## src/rtl/aes_stream_wrapper.sv

```systemverilog
// -----------------------------------------------------------------------------
// aes_stream_wrapper
//
// Word-serial front/back end for a purely combinational AES cipher core.
// Plaintext and key words arrive on 32-bit valid/ready streams and are shifted
// into registers that drive the core's in/key buses. After a programmable
// settle time the core's output is captured and streamed out as four 32-bit
// ciphertext words. Input and output phases never overlap.
//
// Parameters
//   Nk          key length in 32-bit words (4, 6 or 8)
//   CIPHER_LAT  cycles from block launch to ciphertext capture (>= 1)
//
// Ports
//   clk, rst_n                  clock, asynchronous active-low reset
//   key_valid/key_ready/key_data  key word stream, first word = key MSW
//   in_valid/in_ready/in_data     plaintext stream, first word = block[127:96]
//   cipher_in, cipher_key       registered block/key driven onto the core
//   cipher_out                  combinational core result
//   out_valid/out_ready/out_data/out_last  ciphertext stream, 4 words
//   key_loaded                  a complete key is held
//   busy                        block in flight (waiting or draining)
// -----------------------------------------------------------------------------
module aes_stream_wrapper #(
    parameter int Nk         = 4,
    parameter int CIPHER_LAT = 2
) (
    input  logic             clk,
    input  logic             rst_n,
    input  logic             key_valid,
    output logic             key_ready,
    input  logic [31:0]      key_data,
    input  logic             in_valid,
    output logic             in_ready,
    input  logic [31:0]      in_data,
    output logic [127:0]     cipher_in,
    output logic [Nk*32-1:0] cipher_key,
    input  logic [127:0]     cipher_out,
    output logic             out_valid,
    input  logic             out_ready,
    output logic [31:0]      out_data,
    output logic             out_last,
    output logic             key_loaded,
    output logic             busy
);

    localparam int KCW = (Nk > 1) ? $clog2(Nk) : 1;
    localparam int LCW = $clog2(CIPHER_LAT + 1);
    localparam logic [KCW-1:0] KEY_LAST = KCW'(Nk - 1);
    localparam logic [LCW-1:0] LAT_DONE = LCW'(CIPHER_LAT);

    typedef enum logic [1:0] {
        S_COLLECT = 2'd0,
        S_WAIT    = 2'd1,
        S_DRAIN   = 2'd2
    } state_t;

    state_t            r_state;
    logic [Nk*32-1:0]  r_key;
    logic [127:0]      r_blk;
    logic [127:0]      r_ct;
    logic [KCW-1:0]    r_key_cnt;
    logic [1:0]        r_blk_cnt;
    logic [LCW-1:0]    r_lat_cnt;
    logic [1:0]        r_idx;
    logic              r_key_loaded;

    logic              w_key_hs;
    logic              w_in_hs;
    logic              w_out_hs;

    // A key may only start between blocks; a key word in flight always wins
    // over plaintext, hence the combinational key_valid term in in_ready.
    assign key_ready  = (r_state == S_COLLECT) && (r_blk_cnt == 2'd0);
    assign in_ready   = (r_state == S_COLLECT) && r_key_loaded &&
                        (r_key_cnt == '0) && !key_valid;

    assign w_key_hs   = key_valid && key_ready;
    assign w_in_hs    = in_valid && in_ready;
    assign w_out_hs   = out_valid && out_ready;

    assign cipher_in  = r_blk;
    assign cipher_key = r_key;
    assign key_loaded = r_key_loaded;
    assign busy       = (r_state != S_COLLECT);

    // The ciphertext register shifts left on each accepted word, so the
    // current word always sits in the top lane and the register is empty
    // once the block has drained.
    assign out_valid  = (r_state == S_DRAIN);
    assign out_data   = r_ct[127:96];
    assign out_last   = (r_state == S_DRAIN) && (r_idx == 2'd3);

    // NOTE: every state element uses non-blocking assignment so all registers
    // update together on the edge, independent of statement order.
    always_ff @(posedge clk or negedge rst_n) begin
        if (!rst_n) begin
            // NOTE: the wide data registers are reset too, so a reset mid-block
            // leaves nothing of the old key, block or ciphertext on the buses.
            r_state      <= S_COLLECT;
            r_key        <= '0;
            r_blk        <= '0;
            r_ct         <= '0;
            r_key_cnt    <= '0;
            r_blk_cnt    <= 2'd0;
            r_lat_cnt    <= '0;
            r_idx        <= 2'd0;
            r_key_loaded <= 1'b0;
        end else begin
            case (r_state)
                S_COLLECT: begin
                    if (w_key_hs) begin
                        r_key <= {r_key[Nk*32-33:0], key_data};
                        if (r_key_cnt == KEY_LAST) begin
                            r_key_cnt    <= '0;
                            r_key_loaded <= 1'b1;
                        end else begin
                            r_key_cnt <= r_key_cnt + KCW'(1);
                            // The first word of a new key invalidates the old one.
                            if (r_key_cnt == '0) begin
                                r_key_loaded <= 1'b0;
                            end
                        end
                    end else if (w_in_hs) begin
                        r_blk <= {r_blk[95:0], in_data};
                        if (r_blk_cnt == 2'd3) begin
                            r_blk_cnt <= 2'd0;
                            r_lat_cnt <= LCW'(1);
                            r_state   <= S_WAIT;
                        end else begin
                            r_blk_cnt <= r_blk_cnt + 2'd1;
                        end
                    end
                end

                S_WAIT: begin
                    // cipher_in/cipher_key are frozen here, covering the
                    // multicycle path through the core.
                    if (r_lat_cnt == LAT_DONE) begin
                        r_ct      <= cipher_out;
                        r_lat_cnt <= '0;
                        r_idx     <= 2'd0;
                        r_state   <= S_DRAIN;
                    end else begin
                        r_lat_cnt <= r_lat_cnt + LCW'(1);
                    end
                end

                S_DRAIN: begin
                    if (w_out_hs) begin
                        r_ct <= {r_ct[95:0], 32'h0};
                        if (r_idx == 2'd3) begin
                            r_idx   <= 2'd0;
                            r_state <= S_COLLECT;
                        end else begin
                            r_idx <= r_idx + 2'd1;
                        end
                    end
                end

                default: r_state <= S_COLLECT;
            endcase
        end
    end

endmodule

```

## config.mk

```make
export PLATFORM = sky130hd
export DESIGN_NAME = aes_stream_wrapper
export DESIGN_NICKNAME = d
export VERILOG_FILES = /design/src/rtl/aes_stream_wrapper.sv
export SDC_FILE = /design/constraint.sdc
export NUM_CORES = 1
export LEC_CHECK = 0
export ABC_AREA = 1
export CORE_ASPECT_RATIO = 1.1
export CORE_MARGIN = 8
export CORE_UTILIZATION = 43
export DETAILED_ROUTE_END_ITERATION = 6
export GPL_ROUTABILITY_DRIVEN = 1
export PLACE_DENSITY = 0.74
export SYNTH_ARGS = -nofsm -noshare
export SYNTH_HDL_FRONTEND = slang
export SYNTH_SLANG_ARGS = --single-unit
```

## constraint.sdc

```tcl
create_clock -name clk -period 1.53 [get_ports clk]
set_clock_uncertainty 0.2 [all_clocks]
set_input_delay 0.459 -clock clk [delete_from_list [all_inputs] [get_ports clk]]
set_output_delay 0.459 -clock clk [all_outputs]
set_load 0.02 [all_outputs]
```

==> run_summary.xml <==
<?xml version="1.0" encoding="UTF-8"?>
<metrics>
  <group name="status">
    <metric name="run_status" unit="">finished with violations</metric>
    <metric name="violations_in_the_final_reports" unit="">setup timing</metric>
  </group>
  <group name="yosys">
    <metric name="yosys_most_used_dff" unit="">dfrtp_1</metric>
    <metric name="synth_simple_gate_area_share" unit="">0.211</metric>
    <metric name="ys_cells" unit="">1888</metric>
    <metric name="ys.warnings.count" unit="">0</metric>
    <metric name="top_count_cell_post_synth" unit="">nand2_1</metric>
    <metric name="post_synth_inst_count" unit="">1888</metric>
    <metric name="ys_types" unit="">18</metric>
    <metric name="topCombFamilyByArea" unit="">simple AND/OR/NAND/NOR gates</metric>
    <metric name="synth_area" unit="um^2">16300</metric>
    <metric name="adder_share" unit="">0.00383</metric>
    <metric name="synth-area-yosys" unit="um^2">16300</metric>
    <metric name="synthDominantCellAreaShare" unit="">0.605</metric>
    <metric name="xor_area_frac" unit="">0</metric>
    <metric name="avgSynthCellArea" unit="um^2">8.65</metric>
  </group>
  <group name="cts">
    <metric name="tritoncts_clock_tree" unit="">done</metric>
    <metric name="numCtsBuffers" unit="">42</metric>
    <metric name="clk_pin_slew_worst_paths" unit="ps">60</metric>
    <metric name="cts_sinks" unit="">395</metric>
    <metric name="post_cts_setup_repair_buffer_count" unit="">131</metric>
    <metric name="max-clock-path-buffers" unit="">3</metric>
    <metric name="clk_root_buffer_cell" unit="">clkbuf_16</metric>
    <metric name="post_cts.resized_instances" unit="">1721</metric>
    <metric name="cts.htree.levels" unit="">2</metric>
  </group>
  <group name="timing">
    <metric name="fin_ws" unit="ps">-601</metric>
    <metric name="final-hold-violation-count" unit="">0</metric>
    <metric name="setup_repair_after_global_routing_missed_its_margin" unit="">yes</metric>
    <metric name="finalSetupViolations" unit="">688</metric>
    <metric name="final.hold.worst_slack" unit="ps">165</metric>
    <metric name="worst_slew_margin_rel" unit="">0.734</metric>
    <metric name="finalMaxSlewViolations" unit="">0</metric>
  </group>
  <group name="global_route">
    <metric name="grt_use_met3" unit="">0.0603</metric>
    <metric name="grt_first_pass_wirelength" unit="mm">92.3</metric>
    <metric name="overflow" unit="">0</metric>
    <metric name="maximum_number_of_pins_on_one_net_before_global_route_repair" unit="">72</metric>
    <metric name="globalRoute.busiestLayer" unit="">met2</metric>
    <metric name="antenna_found_initial" unit="">7</metric>
    <metric name="globalRouteTotalUtil" unit="">0.259</metric>
  </group>
  <group name="power">
    <metric name="comb_power_share" unit="">0.043</metric>
    <metric name="maxPowerGroup" unit="">the clock network</metric>
    <metric name="power" unit="mW">22.9</metric>
    <metric name="total_switching_power" unit="mW">4.70</metric>
    <metric name="netSwitchingFraction" unit="">0.205</metric>
    <metric name="seq_power_share" unit="">0.457</metric>
    <metric name="sequentialPower" unit="mW">10.4</metric>
    <metric name="peakVddDrop" unit="mV">0.921</metric>
  </group>
  <group name="worst_setup_path">
    <metric name="setup.reg_to_reg.worst_slack" unit="ps">-530</metric>
    <metric name="worst_r2r_endpoint" unit="">cipher_in[11]</metric>
    <metric name="worstPathMaxFanout" unit="">4</metric>
    <metric name="crit_path_end" unit="">out_valid</metric>
    <metric name="critical_path_arrival" unit="ps">1470</metric>
    <metric name="cp-start-kind" unit="">flip-flop</metric>
    <metric name="critical_path_required" unit="ps">870</metric>
    <metric name="ff2ff_path_depth" unit="">11</metric>
    <metric name="critical_path_class" unit="">flip-flop to output pin</metric>
  </group>
  <group name="layout">
    <metric name="final_core_utilization" unit="">0.762</metric>
    <metric name="instances_no_fill" unit="">3287</metric>
    <metric name="drive_gt1_frac" unit="">0.363</metric>
    <metric name="layout.cell_area.non_filler" unit="um^2">28800</metric>
  </group>
  <group name="routing">
    <metric name="vias" unit="">16900</metric>
    <metric name="drc_markers" unit="">0</metric>
    <metric name="post_drt_wl_per_cell" unit="um">20.1</metric>
  </group>
  <group name="placement">
    <metric name="detailed_place_hpwl" unit="mm">38.2</metric>
    <metric name="buffers_added_on_ports" unit="">490</metric>
  </group>
  <group name="die">
    <metric name="core_util_floorplan" unit="">0.432</metric>
  </group>
  <group name="job">
    <metric name="maxCapViolations" unit="">0</metric>
  </group>
</metrics>
-- sequential cells by signal, indices dropped and copies added (netlist names) --
name	cells
r_state	2
cipher_key	128
key_loaded	1
r_ct	128
r_idx	2
r_blk_cnt	2
cipher_in	128
r_lat_cnt	2
r_key_cnt	2
-- area by class of cell --
| type | count | area (um^2) |
|---|---|---|
| timing repair buffer | 955 | 10300 |
| sequential | 395 | 9890 |
| fill | 2268 | 8990 |
| multi-input combinational | 1209 | 5840 |
| clock buffer | 58 | 1230 |
| tap | 500 | 626 |
| inverter | 146 | 571 |
| clock inverter | 16 | 314 |
| antenna | 8 | 20.0 |
-- worst max-delay path: stages (launching register included) --
cell and delay, ps:
dfrtp_1 400, buf_6 140, nand2_8 90, clkinv_4 50, buf_6 120, buf_6 130
**Placed cells, one colour a class**

The bar under the picture is 50 um long.
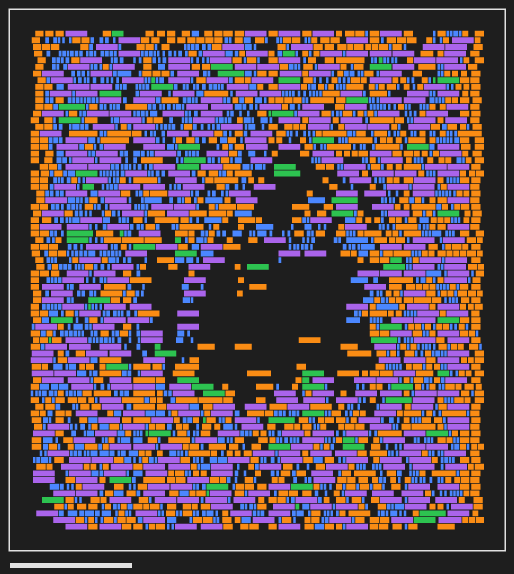
class	colour	cells	share of their area
clock drivers and dummy loads	green	74	5.5%
flops	purple	395	35%
combinational and other logic	blue	1,355	23%
other buffers and delay cells	orange	955	37%
placeable core region: 37,800 um^2
floorplan row count: 75

**Clock network drawn from the DEF**

The bar under the picture is 50 um long.
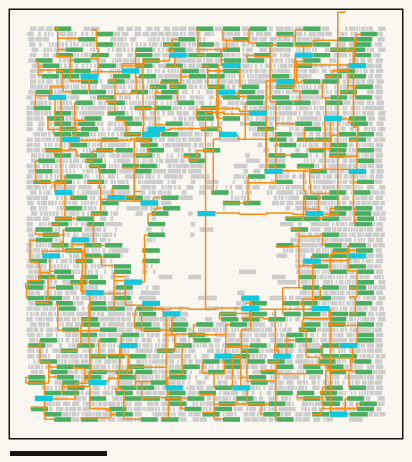
[clock drivers] cyan | count: 42
[flip-flops] green | count: 395
[clock wires] orange | length: 5,000 um
routed clock nets	43
clock insertion delay at the later pin of the skew report: 540 ps
P_clk: 11.4 mW
clock group share of total power: 0.500

Power and IR drop assume default switching activity.
